File: config.mk
export PLATFORM = sky130hd
export DESIGN_NAME = register_file
export DESIGN_NICKNAME = d
export VERILOG_FILES = /design/src/rtl/mips_pkg.sv /design/src/rtl/rf_read_port.sv /design/src/rtl/register_file.sv
export SDC_FILE = /design/constraint.sdc
export NUM_CORES = 2
export LEC_CHECK = 0
export CAP_MARGIN = 20
export CORE_MARGIN = 2
export CORE_UTILIZATION = 65
export CTS_CLUSTER_DIAMETER = 60
export DETAILED_ROUTE_END_ITERATION = 16
export PLACE_DENSITY = 0.83
export RECOVER_POWER = 50
export SYNTH_ARGS = -nofsm -noshare
export SYNTH_HDL_FRONTEND = slang
export SYNTH_SLANG_ARGS = --single-unit
File: constraint.sdc
create_clock -name clk -period 8.8 [get_ports clk]
set_clock_uncertainty 0.05 [all_clocks]
set_input_delay 1.76 -clock clk [delete_from_list [all_inputs] [get_ports clk]]
set_output_delay 1.76 -clock clk [all_outputs]
set_load 0.02 [all_outputs]
File: src/rtl/mips_pkg.sv
// mips_pkg: shared widths, register-file geometry and word/index types
package mips_pkg;
    localparam int DATA_WIDTH = 32;
    localparam int ADDR_WIDTH = 5;
    localparam int NUM_REGS   = 32;
    localparam logic [ADDR_WIDTH-1:0] REG_ZERO = 5'd0;
    typedef logic [DATA_WIDTH-1:0] word_t;
    typedef logic [ADDR_WIDTH-1:0] reg_idx_t;
endpackage

File: src/rtl/rf_read_port.sv
// rf_read_port: one combinational read port with r0 mask and write-through bypass
//   regs : storage array        idx : read index
//   wa   : write index          wd  : write data
//   we   : qualified write strobe (enable, out of reset, wa != 0)
//   q    : read data
module rf_read_port
    import mips_pkg::*;
(
    input  word_t    regs [NUM_REGS],
    input  reg_idx_t idx,
    input  reg_idx_t wa,
    input  word_t    wd,
    input  logic     we,
    output word_t    q
);
    assign q = (idx == REG_ZERO) ? '0 : (we && wa == idx) ? wd : regs[idx];
endmodule

File: src/rtl/register_file.sv
// register_file: 32x32 MIPS register file, two combinational reads, one clocked write
//   clk       : write clock          rst  : async active-low reset, clears all registers
//   din       : write-back data      writeBack : write enable
//   rd        : write index          rs/rt : read indices for ports A/B
//   regA/regB : read data for rs/rt, bypassing din when a write targets the same index
module register_file
    import mips_pkg::*;
(
    input  logic     clk,
    input  logic     rst,
    input  word_t    din,
    input  logic     writeBack,
    input  reg_idx_t rd,
    input  reg_idx_t rs,
    input  reg_idx_t rt,
    output word_t    regA,
    output word_t    regB
);
    word_t regs [NUM_REGS];
    logic  we;
    // Gating with rst makes reset override the bypass; storage is already zero then.
    assign we = writeBack && rst && (rd != REG_ZERO);
    always_ff @(posedge clk or negedge rst) begin
        if (!rst) begin
            for (int i = 0; i < NUM_REGS; i++) regs[i] <= '0;
        end else if (we) begin
            regs[rd] <= din;
        end
    end
    rf_read_port u_port_a (.regs(regs), .idx(rs), .wa(rd), .wd(din), .we(we), .q(regA));
    rf_read_port u_port_b (.regs(regs), .idx(rt), .wa(rd), .wd(din), .we(we), .q(regB));
endmodule

### Track usage over the die

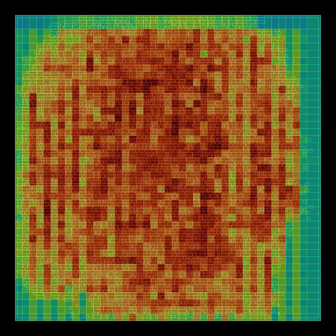
gr usage total: 41.3%
busiest grt layer: met2
routing usage on met3: 13.0%

### Close-up of the layout

Window x 133 to 163, y 192 to 222 um. Cells in grey, sequential cells in the stronger grey; small squares are vias.
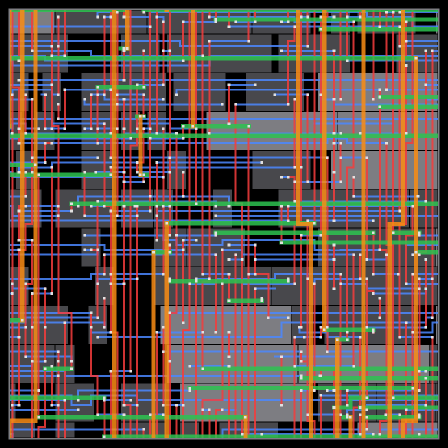
| layer | colour |
|---|---|
| metal 2 | red |
| metal 1 | blue |
| metal 4 | orange |
| metal 3 | green |
sequential cells in the window: 8
cells with their middle in the window: 59
most frequent: nor2_1 (10), mux2_2 (10), dfrtp_1 (8)
netlist names of flops here include: regs (8)

### Metal layers overlaid

Scale: 1 px per um. Two of the layers only.
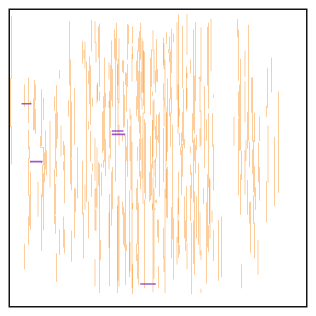
| layer | colour | wire length |
|---|---|---|
| metal 4 | orange | 13500 um |
| metal 5 | purple | 55.2 um |
wire length per cell: 35.3 um
vias: 38995

==> impl_metrics.json <==
{
  "status": "complete, but fails checks",
  "violations": "capacitance limit, slew limit",
  "logic_gate_count": 2437,
  "p_int_mw": 9.50,
  "clock_path_buffers": 3,
  "cts_resized": 0,
  "drtIter0Drc": 5491,
  "drcViolationCount": 0,
  "min_period_ns": 8.11,
  "reg_top3": "regs x1024",
  "portBuffers": 113,
  "synth_area_um2": 55500,
  "warning_count": 35,
  "power_frac_seq_pct": 44.5,
  "cts_setup_buffers": 0,
  "tns_ns": 0,
  "maxCapViolCount": 28,
  "reg2reg_from": "regs[486]$_DFFE_PN0P_",
  "final_max_slew_viol_count": 737,
  "initCoreUtil_pct": 65.3,
  "antenna_found_initial": 7,
  "seq_share_pct": 41.9,
  "comb_area_um2": 28000,
  "grt_remaining_overflow": 0,
  "seqCellArea_um2": 25600,
  "clock_latency_ns": 0.67,
  "area_growth_pct": 10.4,
  "inv_count": 6,
  "first_pass_iters": 6,
  "fmax_ghz": 0.123,
  "largest_area_cell": "dfrtp_1",
  "yosys-mux-area-fraction_pct": 41.4
}
### Signal wires on met1

Scale: 1 px per um. Supply wires on this layer in grey.
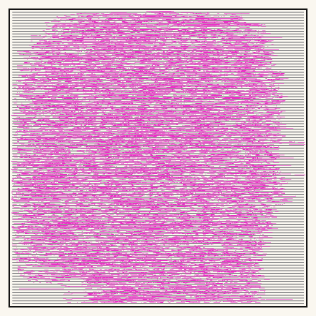
nets with wire on the layer: 3671
longest straight run: 88.8 um
grt met1 use: 54.1%
total wire length: 178000 um

### Gate families picked out

Scale: 1.5 px per um.
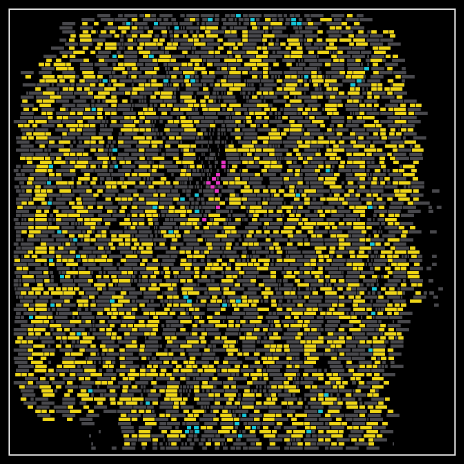
| family | colour | cells | where |
|---|---|---|---|
| non-inverting ao/oa cells | cyan | 63 | spread over the die |
| xor and xnor cells | magenta | 10 | centre |
| mux cells | yellow | 1671 | spread over the die |

[how the worst max path moves through the flow]
stage / slack [ns] / endpoint / cells after the start / from
floorplan: 3.37 / regA[14] / 7 / rs[0]
global placement: 1.09 / regA[24] / 10 / rd[1]
detailed placement: 0.98 / regA[24] / 10 / rd[1]
CTS: 0.97 / regA[24] / 10 / rd[1]
global route: 0.48 / regs[156]$_DFFE_PN0P_ / 4 / rst
finish: 0.69 / regA[24] / 10 / rst
[per-stage QoR]
stage / util, % / cells
global placement: 67.5 / 4838
floorplan: - / 3914
CTS: 72.1 / 5038
global route: 72.1 / 5049
detailed placement: 67.5 / 4838
finish: 72.1 / 5049
